`config.mk`:
```
export PLATFORM = sky130hd
export DESIGN_NAME = i2c_path_arb
export DESIGN_NICKNAME = d
export VERILOG_FILES = /design/src/rtl/i2c_path_arb_pkg.sv /design/src/rtl/i2c_path_arb_cond.sv /design/src/rtl/i2c_path_arb.sv
export SDC_FILE = /design/constraint.sdc
export NUM_CORES = 1
export LEC_CHECK = 0
export ABC_AREA = 1
export CORE_ASPECT_RATIO = 1.4
export CORE_MARGIN = 1
export CORE_UTILIZATION = 51
export DETAILED_ROUTE_END_ITERATION = 8
export PLACE_DENSITY = 0.82
export SKIP_CTS_REPAIR_TIMING = 1
export SLEW_MARGIN = 15
export SYNTH_ARGS = -nofsm -noshare
export SYNTH_HDL_FRONTEND = slang
export SYNTH_HIERARCHICAL = 1
export SYNTH_SLANG_ARGS = --single-unit
```
`constraint.sdc`:
```
create_clock -name clk -period 1.9 [get_ports clk]
set_input_delay 0.38 -clock clk [delete_from_list [all_inputs] [get_ports clk]]
set_output_delay 0.38 -clock clk [all_outputs]
set_load 0.01 [all_outputs]
```
`src/rtl/i2c_path_arb_pkg.sv`:
```
// i2c_path_arb_pkg: shared path indices, pad bit positions, FSM states and path-to-pad helpers
package i2c_path_arb_pkg;
    localparam int NPATH = 5;
    localparam logic [2:0] PATH_SCL  = 3'd0;
    localparam logic [2:0] PATH_CC21 = 3'd1;
    localparam logic [2:0] PATH_CC12 = 3'd2;
    localparam logic [2:0] PATH_DNDP = 3'd3;
    localparam logic [2:0] PATH_DPDN = 3'd4;
    localparam logic [2:0] PATH_NONE = 3'd7;
    localparam logic [2:0] PAD_SCL = 3'd0;
    localparam logic [2:0] PAD_SDA = 3'd1;
    localparam logic [2:0] PAD_CC1 = 3'd2;
    localparam logic [2:0] PAD_CC2 = 3'd3;
    localparam logic [2:0] PAD_DP  = 3'd4;
    localparam logic [2:0] PAD_DN  = 3'd5;
    typedef enum logic [1:0] {ST_HUNT = 2'd0, ST_LOCK = 2'd1, ST_HOLD = 2'd2} state_t;
    function automatic logic [2:0] sck_pad(input logic [2:0] p);
        return p == PATH_CC21 ? PAD_CC2 : p == PATH_CC12 ? PAD_CC1 :
               p == PATH_DNDP ? PAD_DN  : p == PATH_DPDN ? PAD_DP  : PAD_SCL;
    endfunction
    function automatic logic [2:0] sda_pad(input logic [2:0] p);
        return p == PATH_CC21 ? PAD_CC1 : p == PATH_CC12 ? PAD_CC2 :
               p == PATH_DNDP ? PAD_DP  : p == PATH_DPDN ? PAD_DN  : PAD_SDA;
    endfunction
    function automatic logic [2:0] first_set(input logic [4:0] m);
        return m[0] ? PATH_SCL : m[1] ? PATH_CC21 : m[2] ? PATH_CC12 :
               m[3] ? PATH_DNDP : m[4] ? PATH_DPDN : PATH_NONE;
    endfunction
endpackage

```
`src/rtl/i2c_path_arb_cond.sv`:
```
// i2c_cond_det: START/STOP/SCK-edge detect for one SCK/SDA pair of synchronised pad bits
//  i_sck_s2/i_sck_s3  current and previous synchronised SCK
//  i_sda_s2/i_sda_s3  current and previous synchronised SDA
//  o_start/o_stop     SDA fall/rise while SCK stable high
//  o_sck_edge         SCK changed this cycle
module i2c_cond_det (
    input  logic i_sck_s2,
    input  logic i_sck_s3,
    input  logic i_sda_s2,
    input  logic i_sda_s3,
    output logic o_start,
    output logic o_stop,
    output logic o_sck_edge
);
    assign o_start    = i_sck_s3 & i_sck_s2 & i_sda_s3 & ~i_sda_s2;
    assign o_stop     = i_sck_s3 & i_sck_s2 & ~i_sda_s3 & i_sda_s2;
    assign o_sck_edge = i_sck_s3 ^ i_sck_s2;
endmodule

```
`src/rtl/i2c_path_arb.sv`:
```
// i2c_path_arb: locks the debug I2C slave onto whichever pad pair shows a START first
//  clk, rstz          core clock, async active-low reset
//  r_en, r_fix, r_fix_path  path enable mask, forced-lock control
//  i_pad, i_sda_low   raw pads {dn,dp,cc2,cc1,sda,scl}, slave SDA pull-down request
//  o_scl, o_sda       registered bus to slave
//  o_pad_oe           open-drain low enables onto the locked SDA pad
//  o_cci2c_en, o_ddi2c_en  CC / DP-DN receiver enables
//  o_lock, o_path, o_switch  lock status, locked path (7 = none), new-lock pulse
module i2c_path_arb
    import i2c_path_arb_pkg::*;
#(
    parameter int TOUT_CYC = 20000,
    parameter int HOLD_CYC = 1200,
    parameter int CNT_W    = 15
) (
    input  logic       clk,
    input  logic       rstz,
    input  logic [4:0] r_en,
    input  logic       r_fix,
    input  logic [2:0] r_fix_path,
    input  logic [5:0] i_pad,
    input  logic       i_sda_low,
    output logic       o_scl,
    output logic       o_sda,
    output logic [5:0] o_pad_oe,
    output logic       o_cci2c_en,
    output logic       o_ddi2c_en,
    output logic       o_lock,
    output logic [2:0] o_path,
    output logic       o_switch
);
    logic [5:0]       r_s1, r_s2, r_s3;
    logic [4:0]       w_start, w_stop, w_edge;
    state_t           r_state, w_state;
    logic [2:0]       r_path, w_path, r_fix_path_q;
    logic [CNT_W-1:0] r_cnt, w_cnt, w_cnt_inc;
    logic [5:0]       r_pad_oe;
    logic             r_scl, r_sda, r_switch, w_switch, r_fix_q, w_fix_ok, w_fix_new;

    for (genvar i = 0; i < NPATH; i++) begin : g_det
        i2c_cond_det u_det (
            .i_sck_s2  (r_s2[sck_pad(3'(i))]),
            .i_sck_s3  (r_s3[sck_pad(3'(i))]),
            .i_sda_s2  (r_s2[sda_pad(3'(i))]),
            .i_sda_s3  (r_s3[sda_pad(3'(i))]),
            .o_start   (w_start[i]),
            .o_stop    (w_stop[i]),
            .o_sck_edge(w_edge[i])
        );
    end

    assign w_fix_ok  = r_fix_path < 3'(NPATH);
    assign w_fix_new = !r_fix_q || r_fix_path != r_fix_path_q;
    assign w_cnt_inc = r_cnt + {{(CNT_W-1){1'b0}}, ~&r_cnt};

    // Data and pad-enable registers load from the next path so the slave sees
    // SDA fall with SCK high on the very cycle the lock is taken.
    always_ff @(posedge clk or negedge rstz) begin
        if (!rstz) begin
            {r_s1, r_s2, r_s3} <= '1;
            r_state      <= ST_HUNT;
            r_path       <= PATH_NONE;
            r_cnt        <= '0;
            r_scl        <= 1'b1;
            r_sda        <= 1'b1;
            r_pad_oe     <= '0;
            r_switch     <= 1'b0;
            r_fix_q      <= 1'b0;
            r_fix_path_q <= PATH_NONE;
        end else begin
            r_s1         <= i_pad;
            r_s2         <= r_s1;
            r_s3         <= r_s2;
            r_state      <= w_state;
            r_path       <= w_path;
            r_cnt        <= w_cnt;
            r_scl        <= w_state == ST_HUNT || r_s2[sck_pad(w_path)];
            r_sda        <= w_state == ST_HUNT || r_s2[sda_pad(w_path)];
            r_pad_oe     <= w_state == ST_HUNT ? 6'd0 : 6'(i_sda_low) << sda_pad(w_path);
            r_switch     <= w_switch;
            r_fix_q      <= r_fix;
            r_fix_path_q <= r_fix_path;
        end
    end

    always_comb begin
        w_state  = r_state;
        w_path   = r_path;
        w_cnt    = r_cnt;
        w_switch = 1'b0;
        if (r_fix) begin
            w_state  = w_fix_ok ? ST_LOCK : ST_HUNT;
            w_path   = w_fix_ok ? r_fix_path : PATH_NONE;
            w_switch = w_fix_ok && w_fix_new;
        end else if (r_fix_q || (r_state != ST_HUNT && !r_en[r_path])) begin
            w_state = ST_HUNT;
            w_path  = PATH_NONE;
            w_cnt   = '0;
        end else if (r_state == ST_HUNT) begin
            w_cnt = '0;
            if (|(w_start & r_en)) begin
                w_state  = ST_LOCK;
                w_path   = first_set(w_start & r_en);
                w_switch = 1'b1;
            end
        end else if (r_state == ST_LOCK) begin
            w_cnt = w_edge[r_path] ? '0 : w_cnt_inc;
            if (w_stop[r_path]) begin
                w_state = ST_HOLD;
                w_cnt   = '0;
            end else if (r_cnt == CNT_W'(TOUT_CYC - 1)) begin
                w_state = ST_HUNT;
                w_path  = PATH_NONE;
                w_cnt   = '0;
            end
        end else begin
            w_cnt = w_cnt_inc;
            if (w_start[r_path]) begin
                w_state = ST_LOCK;
                w_cnt   = '0;
            end else if (r_cnt == CNT_W'(HOLD_CYC - 1)) begin
                w_state = ST_HUNT;
                w_path  = PATH_NONE;
                w_cnt   = '0;
            end
        end
    end

    always_comb begin
        o_lock     = r_state != ST_HUNT;
        o_path     = r_path;
        o_scl      = r_scl;
        o_sda      = r_sda;
        o_pad_oe   = r_pad_oe;
        o_switch   = r_switch;
        o_cci2c_en = r_state != ST_HUNT ? (r_path == PATH_CC21 || r_path == PATH_CC12) : |r_en[2:1];
        o_ddi2c_en = r_state != ST_HUNT ? (r_path == PATH_DNDP || r_path == PATH_DPDN) : |r_en[4:3];
    end
endmodule
```
==> results.txt <==
Latest figures from synthesis and place and route.

The maximum clock insertion buffer count is 2. The number of diodes added for antenna fixing is 0. The number of global-route vias before repair is 3125. The total area of multi-input combinational cells is 1950 um^2.

After detailed routing, the number of vias per cell comes to 6.21. After layout, the buffer instance count without clock buffers stands at 132. Adding up every negative setup slack in the final design gives -9.36 ns. The area taken by sequential standard cells is reported as 1310 um^2. The post-route fraction of the period consumed by the critical path is 140%.

In the layout the commonest cells are buf_4, nand2_1, inv_1, nand2_2, dfstp_2. Sorting the synthesis cell report by count puts at the top nand2_1. The total cell area reported by yosys after synthesis is 2980 um^2. The number of synthesized flops with an enable pin is 0. The flow reports power dissipated in combinational cells as 0.762 mW. The placed standard-cell area is 4060 um^2. Cells fill 85.2% of the core in the end. The detailed router put a total of 3.80 mm of wire on met1. The combinational fraction of design power is 29.0%. The flow inserted 68 tap cells.

The aggregate global routing overflow is 0. The cell sitting at the root of the clock tree is a clkbuf_8. The layout-stage area growth over the synthesis result is 58.9%.

The slowest stage of the critical path belongs to the cell dfstp_2. The first TritonRoute pass finished after 5 iterations. With fillers left out, the area of the finished cells amounts to 4740 um^2.

Per STA, the worst path is made up of ha_4, nand2_1, nor2_4, nand2_2, inv_1, nand2_1, nand2_1, nand2_1, nand4_1, o21ai_2, nor2_4, nand2_4, nand3_4, buf_12, nand2_2, o21ai_2, nor2_2, nor2_1, nand2_1. The synthesis report lists the most area-consuming cells as dfstp_2, dfrtp_1, nand2_1, nand3_1, nor2_1. The first global-routing pass estimated 13.9 mm of wire. Per the run summary, max-cap violations total 0.

The maximum VDD drop is 504 uV. The final setup slack of the worst path is -0.753 ns. In the setup report, the worst path falls into the class register to register.

The endpoint of the worst register-to-register path is o_scl$_DFF_PN1_. Counting flops with an async set or reset pin after synthesis yields a share of 100%. Across every metal layer, demand over resource in global routing totals 29.8%.

The number of fill cells in the layout is 264. The initial antenna violation count is 0. The area fraction in full adders, half adders and majority gates is 2.94%. Per the layout area report, the sequential fraction of cell area is 27.6%.

Across all register-to-register paths, the minimum setup slack is -0.75 ns. The report puts the cell count of the worst reg-to-reg path at 19. Per the gpl log, the routability congestion estimate is 0.963. By area, the combinational part of the netlist is dominated by simple AND/OR/NAND/NOR gates.

The flow ran to the end, but the final reports show violations. After layout the clock buffers and inverters come to 1.82% of cell area. The global routing report lists met2 layer usage as 55.1%. The final timing report derives a shortest allowable period of 2.65 ns. The dominant register cell in the synthesized netlist is dfstp_2. The worst setup path is captured at a register.

The mean cell area of the mapped netlist is 7.93 um^2. Max fanout on the critical path was recorded as 10. The cell count in the Yosys report is 376. Setup repair after global routing could not meet its margin everywhere.

Wires add up to 12.7 mm. Summing all multiplexer cells gives an area fraction of 0%. STA classifies the critical path startpoint as a register.

In this run the power spent charging and discharging nets is 0.880 mW. The routed design uses 6.55 mm of met2 wire. The last element of the critical path is o_scl$_DFF_PN1_. The net switching share of the total power is 33.4%. The synthesized net count is 401. The number of setup violations in the final report is 30. The number of H-tree branching levels is 2.

The internal portion of total power is 1.75 mW. In this run the tightest slew margin relative to its limit is 60.8%. The DRC marker count from the first detailed-route iteration is 350. The final sequential cell count is 51. The class occupying the most area after layout is reported as multi-input combinational cells. In the synthesized netlist, the cells that appear most often are nand2_1, nor2_1, inv_1, nand3_1, dfstp_2. The net count reported at finish is 534. The checks that failed: setup timing. The fraction of final layout cells sized beyond drive strength 1 is 51.4%.

The power report lists the clock group at 0.656 mW. The most repeated library cell on the critical path is nand2_1. The relative contribution of sequential cells to total power is 46.1%. The worst setup timing slack at the placement stage is -0.474 ns. The post-synthesis cell count is 376. According to the timing report, the critical path is launched from r_s2[4]$_DFF_PN1_. The number of distinct standard cells referenced by the synthesized netlist is 37.

The area fraction of the largest cell type after synthesis is 22.9%. At the worst endpoint, the required time is 2.15 ns. The worst hold path class is primary input to asynchronous set/reset pin. The stage logs contain a warning count of 28. The cell area that synthesis handed to floorplanning was 2980 um^2. The hold violation count in the final report is 0.

The worst-case clock skew is 0.00736 ns. The total die size is 6160 um^2. Summed over all sequential cells, the power is 1.21 mW. Sequential cells were found to cover 43.9% of the synthesized design area.
## stage by stage
stage | hold WS, ns | cells
after global placement | 0.346 | 555
final | 0.0496 | 578
after CTS | 0.0538 | 563
after global routing | 0.0910 | 578
after detailed placement | 0.347 | 555
after floorplan | 0.0844 | 376
## state kept, by name, indices dropped and copies added (netlist names)
register / count
o_pad_oe: 6
o_path: 3
o_scl: 1
o_sda: 1
o_switch: 1
r_cnt: 15
r_fix_path_q: 3
r_fix_q: 1
r_s1: 6
r_s2: 6
r_s3: 6
r_state: 2
## worst max-delay path: cells and delay by family (launching register included)
kind / cells / cell delay (ns)
adders and majority gates: 1 / 0.17
DFF: 1 / 0.63
AOI/OAI and AO/OA: 2 / 0.16
and+or+nand+nor: 14 / 1.38
buffers and inverters: 2 / 0.24
==> images/clock_nets.png <==
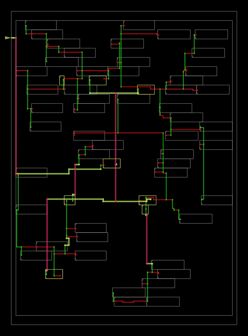
number of buffers created by CTS: 5
insertion delay at the late pin of the worst-skew pair: 0.32 ns

==> images/gates.png <==
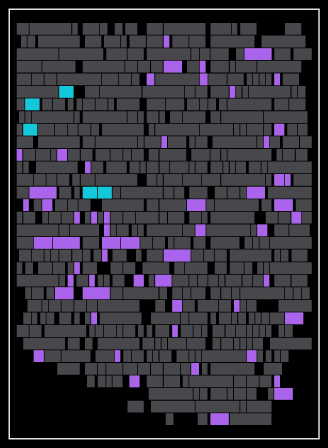
cyan -> non-inverting ao/oa cells  # cells 5, most used a22o_1, where upper left
purple -> nor cells  # cells 56, most used nor2_1, where all over the die

==> images/pinout.png <==
Scale bar: 20 um. Pins as bars across the die edge, other pins in gray.
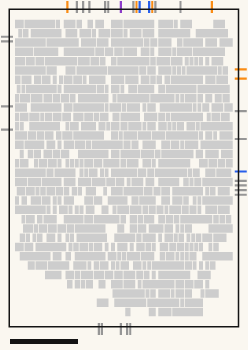
blue -> o_path  # pins 3, direction output, edge 2 top, 1 right
purple -> o_switch  # pins 1, direction output, edge top
orange -> o_pad_oe  # pins 6, direction output, edge 4 top, 2 right
count of port buffers added during placement: 32
vertical die dimension: 92.5 um
DIE WIDTH: 66.6 um

==> images/closeup.png <==
Scale bar: 5 um. Window x 23 to 43, y 55 to 75 um. Cells in gray, sequential cells in the stronger gray; small squares are vias.
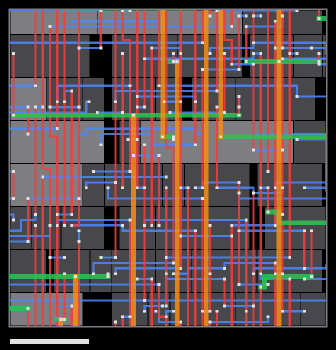
red -> M2
orange -> M4
green -> M3
blue -> M1
netlist names of flops here include = r_cnt (2)
most frequent = buf_4 (9), dfrtp_1 (5)
cells with their middle in the window = 44
sequential cells in the window = 6

Power figures rest on the tool's default switching activity, not on a simulated workload.
